===== src/rtl/matmul_engine.sv =====
// matmul_engine: computes C = A x B over a single-port data memory.
// Matrices are unsigned and row-major. The loop order is i (rows of A),
// then k (columns of B), then j (the inner product index, innermost).
// Optional build macro MATMUL_SAT_EN makes the accumulator saturate
// instead of wrapping. The overflow flag is set in both builds.
module matmul_engine #(
    parameter int DATA_W = 8,
    parameter int ACC_W  = 24,
    parameter int ADDR_W = 16,
    parameter int DIM_W  = 8
) (
    input  logic              clock,
    input  logic              rst_r,
    input  logic              start,
    input  logic [DIM_W-1:0]  dim_x,
    input  logic [DIM_W-1:0]  dim_y,
    input  logic [DIM_W-1:0]  dim_z,
    input  logic [ADDR_W-1:0] base_a,
    input  logic [ADDR_W-1:0] base_b,
    input  logic [ADDR_W-1:0] base_c,
    output logic [ADDR_W-1:0] mem_addr,
    output logic              mem_rd_en,
    input  logic [DATA_W-1:0] mem_rd_data,
    output logic              mem_wr_en,
    output logic [ACC_W-1:0]  mem_wr_data,
    input  logic              mem_stall,
    output logic              busy,
    output logic              done,
    output logic              err,
    output logic              ovf
);
    localparam int PROD_W = 2 * DATA_W;
    localparam int SUM_W  = ((ACC_W > PROD_W) ? ACC_W : PROD_W) + 1;

    typedef enum logic [2:0] {S_IDLE, S_RD_A, S_RD_B, S_MAC, S_WR, S_DONE} state_t;

    state_t state_q, state_d;
    logic [DIM_W-1:0]  x_q, x_d, y_q, y_d, z_q, z_d;
    logic [DIM_W-1:0]  i_q, i_d, j_q, j_d, k_q, k_d;
    logic [ADDR_W-1:0] base_b_q, base_b_d;
    logic [ADDR_W-1:0] a_row_q, a_row_d, a_ptr_q, a_ptr_d;
    logic [ADDR_W-1:0] b_col_q, b_col_d, b_ptr_q, b_ptr_d, c_ptr_q, c_ptr_d;
    logic [DATA_W-1:0] a_op_q, a_op_d;
    logic [ACC_W-1:0]  acc_q, acc_d;
    logic              ovf_q, ovf_d, err_lat_q, err_lat_d;
    logic [ADDR_W-1:0] addr_q, addr_d;
    logic [ACC_W-1:0]  wr_data_q, wr_data_d;
    logic              rd_en_q, rd_en_d, wr_en_q, wr_en_d;
    logic              busy_q, busy_d, done_q, done_d, err_q, err_d;

    logic [PROD_W-1:0] prod_s;
    logic [ACC_W:0]    mac_s;
    logic [ADDR_W-1:0] y_ext_s, z_ext_s;
    logic              last_term_s, last_col_s, last_row_s;

    // Accumulate one product; the MSB of the result flags a carry out of ACC_W.
    function automatic logic [ACC_W:0] mac_add(input logic [ACC_W-1:0] acc,
                                               input logic [PROD_W-1:0] prod);
        logic [SUM_W-1:0] sum;
        logic             carry;
        sum   = SUM_W'(acc) + SUM_W'(prod);
        carry = |sum[SUM_W-1:ACC_W];
`ifdef MATMUL_SAT_EN
        if (carry) begin
            mac_add = {1'b1, {ACC_W{1'b1}}};
        end else begin
            mac_add = {1'b0, sum[ACC_W-1:0]};
        end
`else
        mac_add = {carry, sum[ACC_W-1:0]};
`endif
    endfunction

    // Next-state, pointer/counter update and next-cycle output decode.
    always_comb begin
        state_d   = state_q;
        x_d       = x_q;
        y_d       = y_q;
        z_d       = z_q;
        base_b_d  = base_b_q;
        i_d       = i_q;
        j_d       = j_q;
        k_d       = k_q;
        a_row_d   = a_row_q;
        a_ptr_d   = a_ptr_q;
        b_col_d   = b_col_q;
        b_ptr_d   = b_ptr_q;
        c_ptr_d   = c_ptr_q;
        a_op_d    = a_op_q;
        acc_d     = acc_q;
        ovf_d     = ovf_q;
        err_lat_d = err_lat_q;

        prod_s      = PROD_W'(a_op_q) * PROD_W'(mem_rd_data);
        mac_s       = mac_add(acc_q, prod_s);
        y_ext_s     = ADDR_W'(y_q);
        z_ext_s     = ADDR_W'(z_q);
        last_term_s = (j_q == (y_q - DIM_W'(1'b1)));
        last_col_s  = (k_q == (z_q - DIM_W'(1'b1)));
        last_row_s  = (i_q == (x_q - DIM_W'(1'b1)));

        case (state_q)
            S_IDLE: begin
                if (start) begin
                    x_d      = dim_x;
                    y_d      = dim_y;
                    z_d      = dim_z;
                    base_b_d = base_b;
                    ovf_d    = 1'b0;
                    i_d      = {DIM_W{1'b0}};
                    j_d      = {DIM_W{1'b0}};
                    k_d      = {DIM_W{1'b0}};
                    acc_d    = {ACC_W{1'b0}};
                    a_row_d  = base_a;
                    a_ptr_d  = base_a;
                    b_col_d  = base_b;
                    b_ptr_d  = base_b;
                    c_ptr_d  = base_c;
                    if ((dim_x == {DIM_W{1'b0}}) || (dim_y == {DIM_W{1'b0}}) ||
                        (dim_z == {DIM_W{1'b0}})) begin
                        err_lat_d = 1'b1;
                        state_d   = S_DONE;
                    end else begin
                        err_lat_d = 1'b0;
                        state_d   = S_RD_A;
                    end
                end else begin
                    state_d = S_IDLE;
                end
            end
            S_RD_A: begin
                if (!mem_stall) begin
                    state_d = S_RD_B;
                end else begin
                    state_d = S_RD_A;
                end
            end
            S_RD_B: begin
                // A data arrived from the read accepted on entry to this state.
                if (!mem_stall) begin
                    a_op_d  = mem_rd_data;
                    state_d = S_MAC;
                end else begin
                    state_d = S_RD_B;
                end
            end
            S_MAC: begin
                acc_d = mac_s[ACC_W-1:0];
                if (mac_s[ACC_W]) begin
                    ovf_d = 1'b1;
                end else begin
                    ovf_d = ovf_q;
                end
                if (!last_term_s) begin
                    j_d     = j_q + DIM_W'(1'b1);
                    a_ptr_d = a_ptr_q + ADDR_W'(1'b1);
                    b_ptr_d = b_ptr_q + z_ext_s;
                    state_d = S_RD_A;
                end else begin
                    state_d = S_WR;
                end
            end
            S_WR: begin
                if (!mem_stall) begin
                    acc_d   = {ACC_W{1'b0}};
                    j_d     = {DIM_W{1'b0}};
                    c_ptr_d = c_ptr_q + ADDR_W'(1'b1);
                    if (!last_col_s) begin
                        // Next column of B, same row of A.
                        k_d     = k_q + DIM_W'(1'b1);
                        a_ptr_d = a_row_q;
                        b_col_d = b_col_q + ADDR_W'(1'b1);
                        b_ptr_d = b_col_q + ADDR_W'(1'b1);
                        state_d = S_RD_A;
                    end else if (!last_row_s) begin
                        // Next row of A, back to the first column of B.
                        k_d     = {DIM_W{1'b0}};
                        i_d     = i_q + DIM_W'(1'b1);
                        a_row_d = a_row_q + y_ext_s;
                        a_ptr_d = a_row_q + y_ext_s;
                        b_col_d = base_b_q;
                        b_ptr_d = base_b_q;
                        state_d = S_RD_A;
                    end else begin
                        k_d     = {DIM_W{1'b0}};
                        i_d     = {DIM_W{1'b0}};
                        state_d = S_DONE;
                    end
                end else begin
                    state_d = S_WR;
                end
            end
            S_DONE: begin
                state_d = S_IDLE;
            end
            default: begin
                state_d = S_IDLE;
            end
        endcase

        rd_en_d   = 1'b0;
        wr_en_d   = 1'b0;
        addr_d    = {ADDR_W{1'b0}};
        wr_data_d = {ACC_W{1'b0}};
        busy_d    = 1'b0;
        done_d    = 1'b0;
        err_d     = 1'b0;
        case (state_d)
            S_RD_A: begin
                rd_en_d = 1'b1;
                addr_d  = a_ptr_d;
                busy_d  = 1'b1;
            end
            S_RD_B: begin
                rd_en_d = 1'b1;
                addr_d  = b_ptr_d;
                busy_d  = 1'b1;
            end
            S_MAC: begin
                busy_d = 1'b1;
            end
            S_WR: begin
                wr_en_d   = 1'b1;
                addr_d    = c_ptr_d;
                wr_data_d = acc_d;
                busy_d    = 1'b1;
            end
            S_DONE: begin
                done_d = 1'b1;
                err_d  = err_lat_d;
            end
            default: begin
                busy_d = 1'b0;
            end
        endcase
    end

    // State, datapath and registered-output flops with asynchronous clear.
    always_ff @(posedge clock or negedge rst_r) begin
        if (!rst_r) begin
            state_q   <= S_IDLE;
            x_q       <= {DIM_W{1'b0}};
            y_q       <= {DIM_W{1'b0}};
            z_q       <= {DIM_W{1'b0}};
            i_q       <= {DIM_W{1'b0}};
            j_q       <= {DIM_W{1'b0}};
            k_q       <= {DIM_W{1'b0}};
            base_b_q  <= {ADDR_W{1'b0}};
            a_row_q   <= {ADDR_W{1'b0}};
            a_ptr_q   <= {ADDR_W{1'b0}};
            b_col_q   <= {ADDR_W{1'b0}};
            b_ptr_q   <= {ADDR_W{1'b0}};
            c_ptr_q   <= {ADDR_W{1'b0}};
            a_op_q    <= {DATA_W{1'b0}};
            acc_q     <= {ACC_W{1'b0}};
            ovf_q     <= 1'b0;
            err_lat_q <= 1'b0;
            addr_q    <= {ADDR_W{1'b0}};
            wr_data_q <= {ACC_W{1'b0}};
            rd_en_q   <= 1'b0;
            wr_en_q   <= 1'b0;
            busy_q    <= 1'b0;
            done_q    <= 1'b0;
            err_q     <= 1'b0;
        end else begin
            state_q   <= state_d;
            x_q       <= x_d;
            y_q       <= y_d;
            z_q       <= z_d;
            i_q       <= i_d;
            j_q       <= j_d;
            k_q       <= k_d;
            base_b_q  <= base_b_d;
            a_row_q   <= a_row_d;
            a_ptr_q   <= a_ptr_d;
            b_col_q   <= b_col_d;
            b_ptr_q   <= b_ptr_d;
            c_ptr_q   <= c_ptr_d;
            a_op_q    <= a_op_d;
            acc_q     <= acc_d;
            ovf_q     <= ovf_d;
            err_lat_q <= err_lat_d;
            addr_q    <= addr_d;
            wr_data_q <= wr_data_d;
            rd_en_q   <= rd_en_d;
            wr_en_q   <= wr_en_d;
            busy_q    <= busy_d;
            done_q    <= done_d;
            err_q     <= err_d;
        end
    end

    assign mem_addr    = addr_q;
    assign mem_rd_en   = rd_en_q;
    assign mem_wr_en   = wr_en_q;
    assign mem_wr_data = wr_data_q;
    assign busy        = busy_q;
    assign done        = done_q;
    assign err         = err_q;
    assign ovf         = ovf_q;

endmodule


===== config.mk =====
export PLATFORM = sky130hd
export DESIGN_NAME = matmul_engine
export DESIGN_NICKNAME = d
export VERILOG_FILES = /design/src/rtl/matmul_engine.sv
export SDC_FILE = /design/constraint.sdc
export NUM_CORES = 1
export LEC_CHECK = 0
export CORE_MARGIN = 2
export CORE_UTILIZATION = 45
export CTS_CLUSTER_SIZE = 14
export DETAILED_ROUTE_END_ITERATION = 12
export PLACE_DENSITY = 0.72
export SLEW_MARGIN = 5
export SYNTH_ARGS = -nofsm -noshare
export SYNTH_HDL_FRONTEND = slang
export SYNTH_SLANG_ARGS = --single-unit

===== constraint.sdc =====
create_clock -name clock -period 8.9 [get_ports clock]
set_input_delay 1.335 -clock clock [delete_from_list [all_inputs] [get_ports clock]]
set_output_delay 1.335 -clock clock [all_outputs]
set_load 0.02 [all_outputs]

Fig. 1: metal 1
Cells faint in the background.
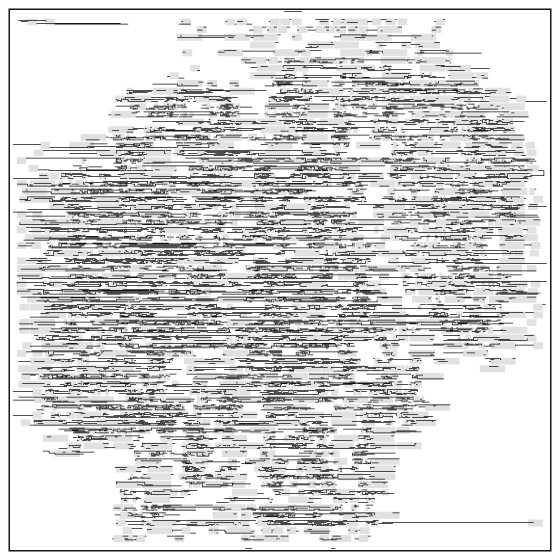
The layer carries 19300 µm of wire. 1977 nets have wire on it. The longest straight run is 53.4 µm.

Fig. 2: metal 4
Cells faint in the background.
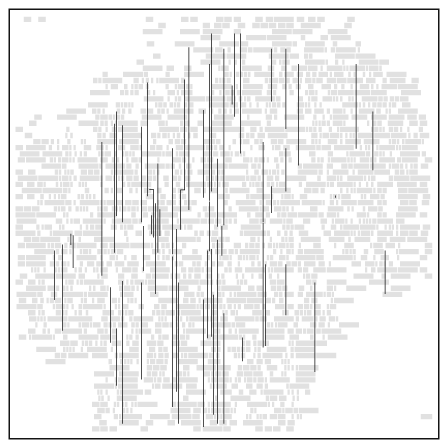
The layer holds 4.8% of the routed length. 44 nets have wire on it. The longest straight run is 81.6 µm. The layer carries 2210 µm of wire.

Fig. 3: track usage over the die
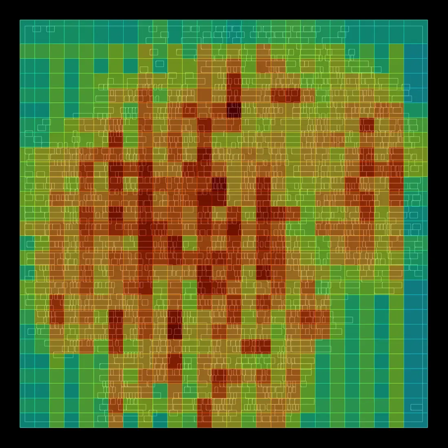
GRT met1 Usage: 34.1%
met3 capacity usage during global routing: 4.09%
grt peak-use layer: met2
average wire per standard cell: 19.0 µm

==> summary.txt <==
Physical implementation status

The yosys cell count stands at 1829. Clock skew on the completed layout was measured at 22.7 ps. Broken down by cell family, the worst path's largest delay share belongs to adder cells.

Looking at area per cell type in the netlist, the leader is sky130_fd_sc_hd__dfrtp_1. The portion of synthesized cell area occupied by the leading cell type stands at 36.1%. The first global-routing pass estimated approximately 74000 µm of wire.

The net count of the mapped netlist stands at 2031. The pre-CTS worst setup slack stands at between 2000 and 2500 ps. The largest net degree at the start of global routing stands at 116. The initial antenna violation count was 2. According to the floorplan log, the row count is 68.

Following the worst setup path forward leads to its endpoint at mem_wr_data[21]. In the setup report, the worst path falls into the class in2reg. The share of the core filled by cells before placement stands at 45.5%. In this run the critical register-to-register path is launched from a_op_q[1]. Per the area breakdown, the dominant cell category is combinational gates.

The number of tap instances stands at between 400 and 500. The path length in cells of the critical path stands at 19. The final tally of max-slew violations stands at 0. OpenROAD reports that the post-layout worst path occupies between 60% and 70% of the period. The routed design shows a via density per instance of between 5 and 6.

The die width stands at roughly 190 µm. STA shows the worst reg2reg path with a cell count of 17. The final net count stands at roughly 2100. The clock passes through at most 3 buffers. Per the detail_route log, met2 wirelength is 20800 µm. The script reports the combined buffer and inverter count of the critical path as 5. TritonCTS built the clock tree. CTS placed an instance of sky130_fd_sc_hd__clkbuf_16 at the clock tree root.

Per the timing report, the biggest fanout along the worst path comes to 9. The share of total power dissipated in combinational logic is between 60% and 70%. The worst-case reg-to-reg setup slack stands at 3720 ps.

The worst setup path is launched from an input port. Per the log, the first TritonRoute iteration ended with a DRC count of between 1000 and 1500. In this run, flip-flops and latches consume 25.0% of the power.

The combinational power reported by the tool is 0.00440 W. In this run, the synthesized area fraction spent on and/or/nand/nor cells is recorded as 21.1%. Looking at the cell usage after synthesis, the top flip-flop cell is sky130_fd_sc_hd__dfrtp_1.

For this run, the slowest stage of the critical path takes 640 ps. The H-tree depth stands at 1. STA lists the startpoint of the worst hold path as err_lat_q. The worst hold-check slack stands at 473 ps. For reference, the top cells by area after synthesis are sky130_fd_sc_hd__dfrtp_1 36%, sky130_fd_sc_hd__nand2_1 8.4%, sky130_fd_sc_hd__fa_1 6.7%, sky130_fd_sc_hd__ha_1 5.3%, sky130_fd_sc_hd__a21oi_1 3.1%.

The sequential cell power stands at approximately 0.0018 W. The finished cells cover 18200 µm². Once the clock tree was built, the resizer swapped 0 gates to a different size. Summed over all failing endpoints, the final setup total negative slack is 0 ps.

The via count of the first global-routing pass came to 14000. The chip height stands at roughly 190 µm. The total global routing overflow stands at 0. The most critical setup path has its startpoint at mem_rd_data[4]. Looking at the post-CTS report, the setup buffer insertion count equals 0.

The area recorded from the Yosys report for this design is approximately 16000 µm². The routed layout reports a DRC error count of 0. The proportion of total power due to net switching stands at between 40% and 50%. The number of cells in the design after placement stands at 2343. Summing all multi-input logic gate instances after layout gives a little over 9000 µm².

The signal on the critical path passes through clkdlybuf4s50_1 > nand2_1 > fa_1 > inv_1 > fa_1 > fa_1 > inv_1 > fa_1 > inv_1 > ha_1 > o21a_1 > o21ai_0 > inv_1 > a21oi_1 > o21ba_2 > o31ai_1 > nand2_1 > or3_1 > a21oi_1. The worst-case vdd ir drop stands at approximately 0.25 mV. In the layout the commonest cells are 348 x sky130_fd_sc_hd__nand2_1, 226 x sky130_fd_sc_hd__dfrtp_1, 128 x sky130_fd_sc_hd__clkdlybuf4s50_1, 124 x sky130_fd_sc_hd__inv_1, 105 x sky130_fd_sc_hd__nor2_1. In this run the maximum-capacitance check reported violations numbering 0. The area fraction in compound gates stands at 19.0%. The power report puts the net switching power at between 0.003 and 0.004 W. The total power per unit cell area stands at 400 nW/µm².

The clock tree cell share of total cell area stands at roughly 4.6%. According to the hold report, the worst path is of the reg2reg type. The layout has 37 clock buffers. For this block, the via count after detailed routing is around 14000.

The clock network power stands at 0.00106 W. Summing over the stages, the warning tally comes to 29. The met3 wire length stands at between 3000 and 4000 µm. The final setup violation count stands at 0.

The layout report lists the combined flip-flop and latch area as ~5700 µm². Per the post-CTS timing run, clock transition at the registers of the reported paths is around 60 ps. The total core area stands at 34400 µm².

The fraction of area in multi-input gates stands at 50.5%. Per the STA report, the cell with the highest stage delay on the worst path is sky130_fd_sc_hd__clkdlybuf4s50_1. The final timing report gives a worst setup slack of approximately 2800 ps. In this run the full chip footprint comes out at around 36000 µm². Per the synthesis report, the XOR/XNOR share of the synthesized area is under 10%. The clock network is responsible for 14.6% of the overall power. The number of cells on the worst hold path is listed as 1. STA classifies the critical path endpoint as a flop.

The number of storage elements in the synthesis netlist stands at between 200 and 250. The fraction of layout instances using a drive strength above 1 stands at ~5.6%. For hold timing, the worst endpoint is err_lat_q.

The TritonCTS buffer count stands at 26. The critical path endpoint has a required time of approximately 9400 ps. Once layout is complete, the cells apart from fillers number approximately 2400. In the synthesized netlist, mux cells make up under 10% of the area. The arrival time reported for the critical path endpoint stands at 6550 ps. Sequential elements use 36.1% of the synthesized area. Among the non-sequential cells, simple AND/OR/NAND/NOR gates take the most area.

The total of buffers placed on input and output ports stands at 129. The analysis attributes to cell leakage a power of between 8 and 9 nW. The placed wire-length estimate stands at approximately 32000 µm. The synthesis stats list as the most numerous cell sky130_fd_sc_hd__nand2_1. The final layout contains routed wiring with a total length of ~46000 µm. The area share of fa/ha/maj cells after synthesis stands at 11.9%. Ranked by instance count, the synthesized netlist is headed by 350 x sky130_fd_sc_hd__nand2_1, 226 x sky130_fd_sc_hd__dfrtp_1, 124 x sky130_fd_sc_hd__inv_1.

Registers represent a cell area share of between 30% and 40%. Synthesis instantiated around 84 different standard cells from the library. Global routing used 41.4% of the available met2 tracks.

After filler insertion, the fill cell instance count of the layout stands at ~3200. The iteration tally of the first detailed-router pass stands at 6. Looking at the max-slew report, the worst-margin pin has a slew of 1150 ps. Non-clock buffering takes up 8.08% of total cell area after layout. The clock insertion delay at the later pin of the skew report stands at around 560 ps. The synthesized netlist occupies a cell area of 15700 µm². The run finished with clean final reports. The proportion of synthesized flip-flops having asynchronous set or reset stands at 100%. The overall fraction of global-route tracks in use stands at between 20 and 30%.

The number of hold buffers added after CTS stands at 0. The synthesized instance count is roughly 1800. The number of enable flip-flop cells stands at 0. The wire length the detailed router placed on met1 stands at 19300 µm.

The biggest slice of the total power is consumed by combinational cells. The internal power of the cells totals roughly 0.0038 W. Counting only logic cells after layout, the most numerous master is sky130_fd_sc_hd__nand2_1.

In this run the mean area of a mapped cell was around 8.6 µm². The worst slew margin relative to its limit stands at around a quarter. Between the synthesized netlist and the finished layout, the area growth was recorded as 16.2%. The number of clock sinks stands at between 200 and 250. The highest layer touched by signal routing is met5. Setup repair after global routing left no endpoint under its margin.

In the finished design the tool counted flip-flops and latches totalling roughly 230. The final timing report lists a hold violation count of 0. The total of plain and repair buffers excluding clock buffers stands at 152.
Fig. 4: local utilization
Bar = 50 µm. 19 x 19 tiles, from dark blue (low) to red (high), 0 to 100% covered.
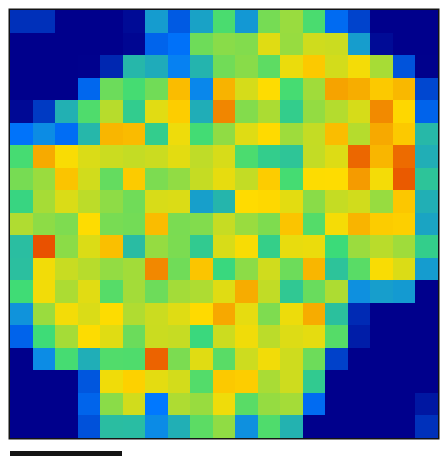
The fullest tile reaches 91%. 13% of the tiles are over 75% full. The emptiest ninth of the die: lower right.

Fig. 5: metal 2
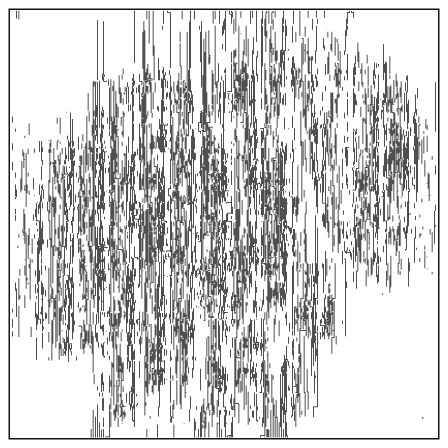
The longest straight run is 60.9 µm. The layer holds 46% of the routed length. 1711 nets have wire on it.

No activity file was given, so power comes from the tool's default toggle rates.
